`config.mk`:
```
export PLATFORM = sky130hd
export DESIGN_NAME = alu_shift_sequencer
export DESIGN_NICKNAME = d
export VERILOG_FILES = /design/src/rtl/alu_shift_sequencer.sv
export SDC_FILE = /design/constraint.sdc
export NUM_CORES = 1
export LEC_CHECK = 0
export CORE_MARGIN = 5
export CORE_UTILIZATION = 45
export CTS_BUF_LIST = sky130_fd_sc_hd__clkbuf_4
export DETAILED_ROUTE_END_ITERATION = 6
export PLACE_DENSITY = 0.87
export SYNTH_ARGS = -nofsm -noshare
export SYNTH_HDL_FRONTEND = slang
export SYNTH_SLANG_ARGS = --single-unit
export TNS_END_PERCENT = 5
```
`constraint.sdc`:
```
create_clock -name clk -period 1.9 [get_ports clk]
set_input_delay 0.285 -clock clk [delete_from_list [all_inputs] [get_ports clk]]
set_output_delay 0.285 -clock clk [all_outputs]
set_load 0.01 [all_outputs]
```
`src/rtl/alu_shift_sequencer.sv`:
```
`default_nettype none
// ============================================================================
// Module   : alu_shift_sequencer
// Purpose  : Runs a multi-bit shift/rotate as repeated 1-bit ALU operations.
// Revision : 1.0
// ============================================================================
module alu_shift_sequencer #(
  parameter logic [4:0] COUNT_MASK = 5'h1F
) (
  input  logic        clk,
  input  logic        reset,
  input  logic        start,
  input  logic [4:0]  op,
  input  logic        size,
  input  logic [15:0] operand,
  input  logic [7:0]  count,
  output logic        busy,
  output logic        done,
  output logic [15:0] result,
  output logic [5:0]  flags,
  output logic        flags_we,
  output logic [4:0]  alu_op,
  output logic        alu_size,
  output logic [15:0] alu_a,
  output logic [15:0] alu_b,
  input  logic [15:0] alu_r,
  input  logic [5:0]  alu_flags
);

  typedef enum logic [1:0] {
    S_IDLE = 2'd0,
    S_RUN  = 2'd1,
    S_DONE = 2'd2
  } state_t;

  localparam logic [4:0] c_op_rol  = 5'd8;
  localparam logic [4:0] c_op_ror  = 5'd9;
  localparam logic [4:0] c_op_shl  = 5'd12;
  localparam logic [4:0] c_op_shr  = 5'd13;
  localparam logic [4:0] c_op_shra = 5'd15;

  state_t      r_state;
  logic [15:0] r_acc;
  logic [4:0]  r_rem;
  logic [4:0]  r_op;
  logic        r_size;
  logic [7:0]  r_hi;
  logic        r_busy;
  logic        r_done;
  logic        r_flags_we;
  logic [15:0] r_result;
  logic [5:0]  r_flags;

  logic [4:0]  w_rem_init;
  logic        w_op_ok;
  logic        w_unused_count;

  // Only the low five count bits are architecturally meaningful.
  assign w_rem_init     = count[4:0] & COUNT_MASK;
  assign w_unused_count = ^count[7:5];

  // Carry-in rotates and SHLA are excluded: the ALU has no carry input.
  assign w_op_ok = (op == c_op_rol) || (op == c_op_ror) || (op == c_op_shl) ||
                   (op == c_op_shr) || (op == c_op_shra);

  always_ff @(posedge clk) begin
    if (reset) begin
      r_state    <= S_IDLE;
      r_acc      <= 16'd0;
      r_rem      <= 5'd0;
      r_op       <= 5'd0;
      r_size     <= 1'b0;
      r_hi       <= 8'd0;
      r_busy     <= 1'b0;
      r_done     <= 1'b0;
      r_flags_we <= 1'b0;
      r_result   <= 16'd0;
      r_flags    <= 6'd0;
    end else begin
      r_done     <= 1'b0;
      r_flags_we <= 1'b0;
      case (r_state)
        S_IDLE: begin
          if (start) begin
            r_acc  <= operand;
            r_rem  <= w_rem_init;
            r_op   <= op;
            r_size <= size;
            r_hi   <= operand[15:8];
            r_busy <= 1'b1;
            if ((w_rem_init == 5'd0) || !w_op_ok) begin
              r_state  <= S_DONE;
              r_done   <= 1'b1;
              r_result <= operand;
            end else begin
              r_state <= S_RUN;
            end
          end
        end
        S_RUN: begin
          r_acc   <= alu_r;
          r_flags <= alu_flags;
          r_rem   <= r_rem - 5'd1;
          if (r_rem == 5'd1) begin
            r_state    <= S_DONE;
            r_done     <= 1'b1;
            r_flags_we <= 1'b1;
            // A byte op must leave the upper byte exactly as it arrived.
            r_result   <= r_size ? alu_r : {r_hi, alu_r[7:0]};
          end
        end
        S_DONE: begin
          r_state <= S_IDLE;
          r_busy  <= 1'b0;
        end
        default: begin
          r_state <= S_IDLE;
          r_busy  <= 1'b0;
        end
      endcase
    end
  end

  always_comb begin
    alu_op   = 5'd0;
    alu_size = 1'b0;
    alu_a    = 16'd0;
    alu_b    = 16'd0;
    if (r_state == S_RUN) begin
      alu_op   = r_op;
      alu_size = r_size;
      alu_a    = r_acc;
      alu_b    = 16'd1;
    end
  end

  assign busy     = r_busy;
  assign done     = r_done;
  assign result   = r_result;
  assign flags    = r_flags;
  assign flags_we = r_flags_we;

endmodule
`default_nettype wire

```
Run 1, congestion heat map:
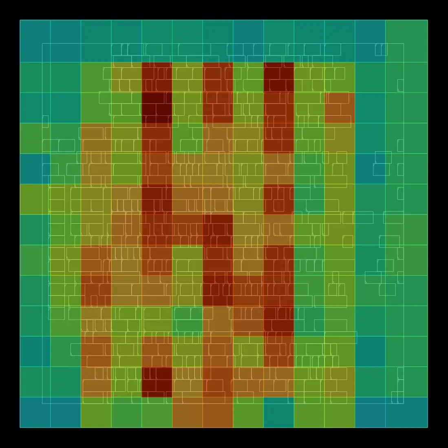
Most Crowded Layer GR: met2
Avg WL per Cell: 15.60 um

Run 1, metal 3:
Bar = 20 um.
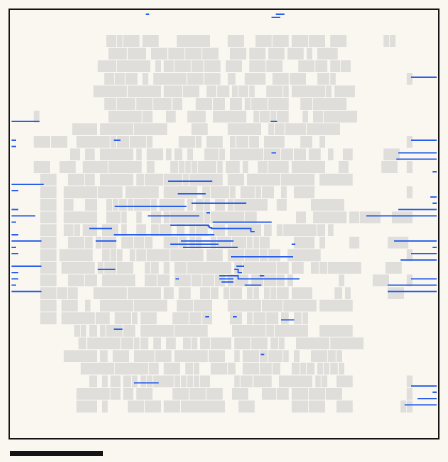
wire length on this layer: 374 um
nets with wire on the layer: 60

Run 1, logic cells by family:
Bar = 20 um.
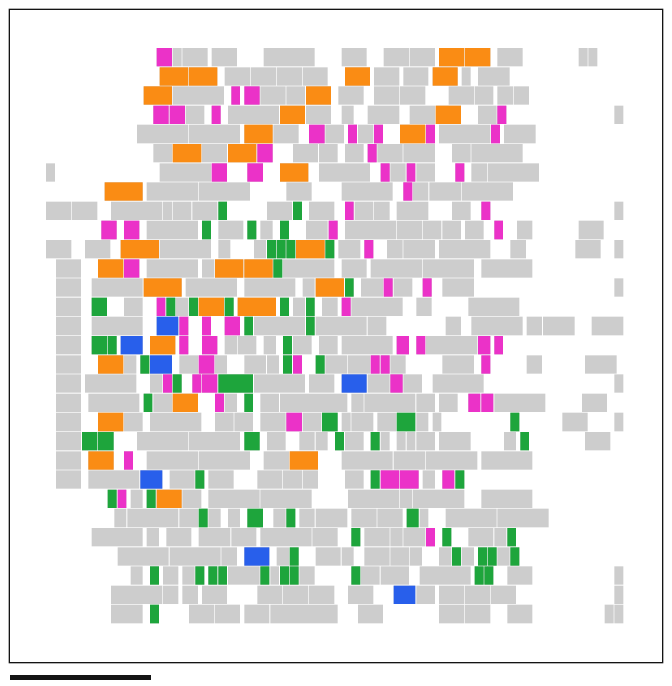
[non-inverting ao/oa cells] blue | cells: 7 | most used: a211o_1
[nor cells] magenta | cells: 60 | most used: nor2_1
[nand cells] green | cells: 66 | most used: nand2_1
[mux cells] orange | cells: 32 | most used: mux2i_1

Run 1, M1 wires:
Bar = 20 um. Supply wires on this layer in gray.
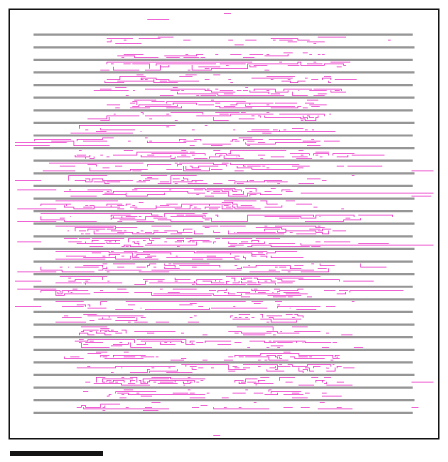
main direction: horizontal
wire length on this layer: 3540 um
nets with wire on the layer: 474

==> impl_metrics.toml, run 1 <==
# physical design summary
[clock_tree]
cts_setup_buffers = 0
htreeDepth = 3
cts_tree = "done"
cts.repair.resized = 2
clk_latency_ns = 0.38

[floorplan]
fp_util = 0.4569
io_pins = 118
tap-cell-count = 80
die_y_um = 92.37

[finish]
instances_no_fill = 549
clkCellAreaFrac = 0.02388
fillerInstances = 544
nClkBuffers = 12
stdcell_area_mm2 = 0.004297
seq_cells = 62
finish.utilization = 0.6431
seq_area_frac = 0.2889

[detailed_routing]
drc = 0
wl_met2_um = 4429
vias_per_cell = 5.131
first_pass_iters = 5
drt_iter0_drc = 200

[critical_path]
cp_slowest_cell = "clkdlybuf4s50_1"
crit_chain = "nand2b_4 -> inv_6 -> and2_1 -> clkdlybuf4s50_1"
crit_path_max_incr_delay_ns = 0.53
r2r-end = "result[7]"
cp.arrival_ns = 1.72
critPathBufInv = 2
r2r_setup_slack_ns = 0.11
critPathTopFamily = "buffers and inverters"
critPathMaxFanout = 14
reg2reg_from = "r_state[1]"

[yosys]
syn_area_per_cell_um2 = 8.434
synthAdderAreaFrac = 0.008197
logic_family = "simple AND/OR/NAND/NOR gates"
top_cells_by_count = "dfxtp_1 (62), nand2_1 (56), nor2_1 (36)"
ys_warn_count = 0
netlist.area_leader.share = 0.4066
async_flop_share = 0
top_cell = "dfxtp_1"
synthCells = 362
yosysUniqueCellTypes = 39

[timing]
layout_setup_ws_ns = -0.1069
final-setup-viol-count = 7
hold_slack_ns = 0.2568
slew_headroom = 0.6454
drv_slew = 0
clock_skew_ns = 0.009318

[power_and_ir_drop]
p_int_w = 0.002031
cellLeakagePower_nw = 1.958
comb_cell_power_w = 0.000639
max-vdd-ir-drop_uv = 438.4
cellPowerDensity_mw_per_mm2 = 655.9
clkPwrFrac = 0.259

[worst_hold_path]
min_path_type = "input pin to register"
holdPathEnd = "r_acc[1]"

[run_status]
violations = "negative setup slack"
run_status = "complete, but fails checks"

[flow_run]
warning_count = 32

[place]
dpl.hpwl_um = 6244
dp_slack_ns = -0.2641

[grt]
grt_use_met1 = 0.2355
grt_pass1_wl_um = 13230
==> run 1 -> run 2 <==
Settings changed: CORE_MARGIN 5 to unset.
Run 2, M1 wires:
Bar = 20 um. Supply wires on this layer in gray.
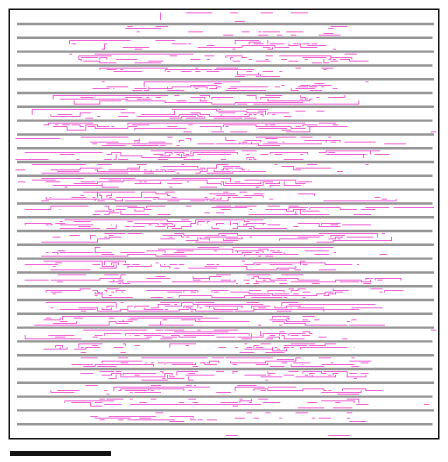
wire length on this layer: 3570 um
longest straight run: 35.0 um
nets with wire on the layer: 464
share of all routed wire: 44%
main direction: horizontal

==> impl_metrics.toml, run 2 <==
# physical design summary
[clock_tree]
cts_tree = "done"
cts_setup_buffers = 0
htreeDepth = 3
clk_latency_ns = 0.41

[critical_path]
critPathMaxFanout = 13
crit_chain = "nand2b_1 -> inv_2 -> buf_12 -> and2_1 -> clkdlybuf4s15_1"
cp.arrival_ns = 1.58
critPathTopFamily = "buffers and inverters"
cp_slowest_cell = "dfxtp_2"
reg2reg_from = "r_rem[1]"
r2r-end = "result[7]"
critPathBufInv = 3
crit_path_max_incr_delay_ns = 0.34

[yosys]
yosysUniqueCellTypes = 39
logic_family = "simple AND/OR/NAND/NOR gates"
ys_warn_count = 0
async_flop_share = 0
synthCells = 362
netlist.area_leader.share = 0.4066
top_cell = "dfxtp_1"
syn_area_per_cell_um2 = 8.434

[run_status]
run_status = "complete, but fails checks"
violations = "design-rule violations"

[floorplan]
tap-cell-count = 77

[place]
dpl.hpwl_um = 5676
dp_slack_ns = -0.2499

[timing]
layout_setup_ws_ns = 0.03485
drv_slew = 0

[grt]
grt_use_met1 = 0.2976
grt_pass1_wl_um = 13080

[finish]
finish.utilization = 0.6592
fillerInstances = 536
seq_cells = 62
stdcell_area_mm2 = 0.004258

[power_and_ir_drop]
cellLeakagePower_nw = 1.741
clkPwrFrac = 0.293
cellPowerDensity_mw_per_mm2 = 695.4
p_int_w = 0.002143

[detailed_routing]
wl_per_cell_um = 14.79
first_pass_iters = 7
drc = 7
drt_iter0_drc = 245
wl_met2_um = 3986

[worst_hold_path]
holdPathEnd = "r_acc[1]"

[flow_run]
warning_count = 31
Run 2, metal 3:
Bar = 20 um.
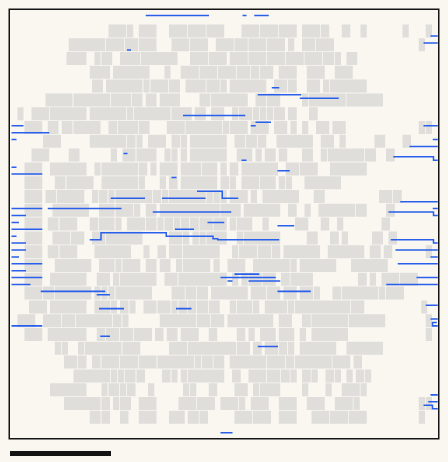
share of all routed wire: 4.5%
nets with wire on the layer: 60
main direction: horizontal
wire length on this layer: 364 um

==> run 2 -> run 3 <==
Settings changed: REMOVE_ABC_BUFFERS set to 1, SKIP_LAST_GASP set to 1.
Run 3, metal 3:
Bar = 20 um.
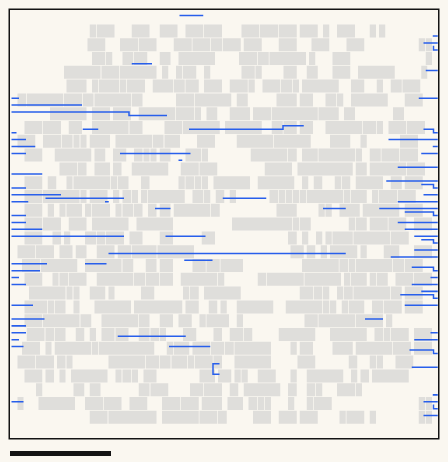
nets with wire on the layer: 75
longest straight run: 46.5 um
main direction: horizontal
share of all routed wire: 6.3%

==> impl_metrics.toml, run 3 <==
# physical design summary
[timing]
final-setup-viol-count = 20
drv_slew = 0
layout_setup_ws_ns = -0.2005

[grt]
grt_use_met1 = 0.2642
grt_overflow = 0
grt_pass1_wl_um = 12060

[finish]
area_delta_synth_final_pct = 42.62
stdcell_area_mm2 = 0.004354
seq_area_frac = 0.2851
largestClassByArea = "multi-input combinational cells"
clkCellAreaFrac = 0.03592
seqCellArea_mm2 = 0.001241
logic_area_mm2 = 0.001618
seq_cells = 62
fillerInstances = 545
finish.utilization = 0.6742

[yosys]
top_cells_by_count = "dfxtp_1 (62), nand2_1 (56), nor2_1 (36)"
yosysUniqueCellTypes = 39
syn_area_per_cell_um2 = 8.434
ys_warn_count = 0
top_cell = "dfxtp_1"
logic_family = "simple AND/OR/NAND/NOR gates"
netlist.area_leader.share = 0.4066
synthCells = 362
async_flop_share = 0
synthXorXnorAreaFrac = 0

[worst_hold_path]
holdPathEnd = "done"
min_path_type = "input pin to register"

[critical_path]
critPathMaxFanout = 21
endpoint = "alu_a[11]"
crit_path_max_incr_delay_ns = 0.53
critPathBufInv = 3
cp_slowest_cell = "clkdlybuf4s50_1"
worstSetupStartpointType = "register"
cp.arrival_ns = 1.82
critPathTopFamily = "buffers and inverters"
reg2reg_from = "r_rem[1]"
r2r_setup_slack_ns = 0.09
r2r-end = "result[12]"
crit_chain = "nand2b_4 -> inv_4 -> buf_12 -> and2_1 -> clkdlybuf4s50_1"

[detailed_routing]
wl_per_cell_um = 13.90
first_pass_iters = 6
wl_met2_um = 3638
drt_iter0_drc = 94
drt-total-wl_um = 7559
drc = 9
vias_per_cell = 5.103

[power_and_ir_drop]
max-vdd-ir-drop_uv = 508.1
power-top-group = "registers"
p_int_w = 0.002301
cellPowerDensity_mw_per_mm2 = 714.0
clkPwrFrac = 0.329
cellLeakagePower_nw = 1.725

[clock_tree]
cts.repair.resized = 5
cts_root_buf = "clkbuf_4"
htreeDepth = 3
clk_latency_ns = 0.39
cts_tree = "done"
cts_setup_buffers = 1

[floorplan]
dieArea_mm2 = 0.007117
tap-cell-count = 77
io_pins = 118

[place]
place_inst = 525
dpl.hpwl_um = 5065
place_congestion = 0.7735
dp_slack_ns = -0.2927

[flow_run]
warning_count = 31

[run_status]
violations = "design-rule violations, negative setup slack"
run_status = "complete, but fails checks"
Run 3, a small window of the routed layout:
Bar = 10 um. Region (43, 1) to (83, 41) um. Cells in gray, sequential cells in the stronger gray; small squares are vias.
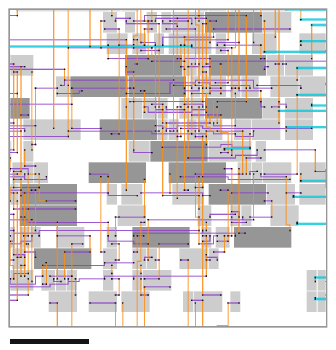
[M2] orange
[M3] cyan
[M1] purple
sequential cells in the window: 16
cells with their middle in the window: 106
netlist names of flops here include: flags (6), r_acc (2), r_hi (2)
most frequent: nand2_1 (24), clkdlybuf4s50_1 (21), dfxtp_1 (16)

Power is estimated from default activity; no workload was simulated.
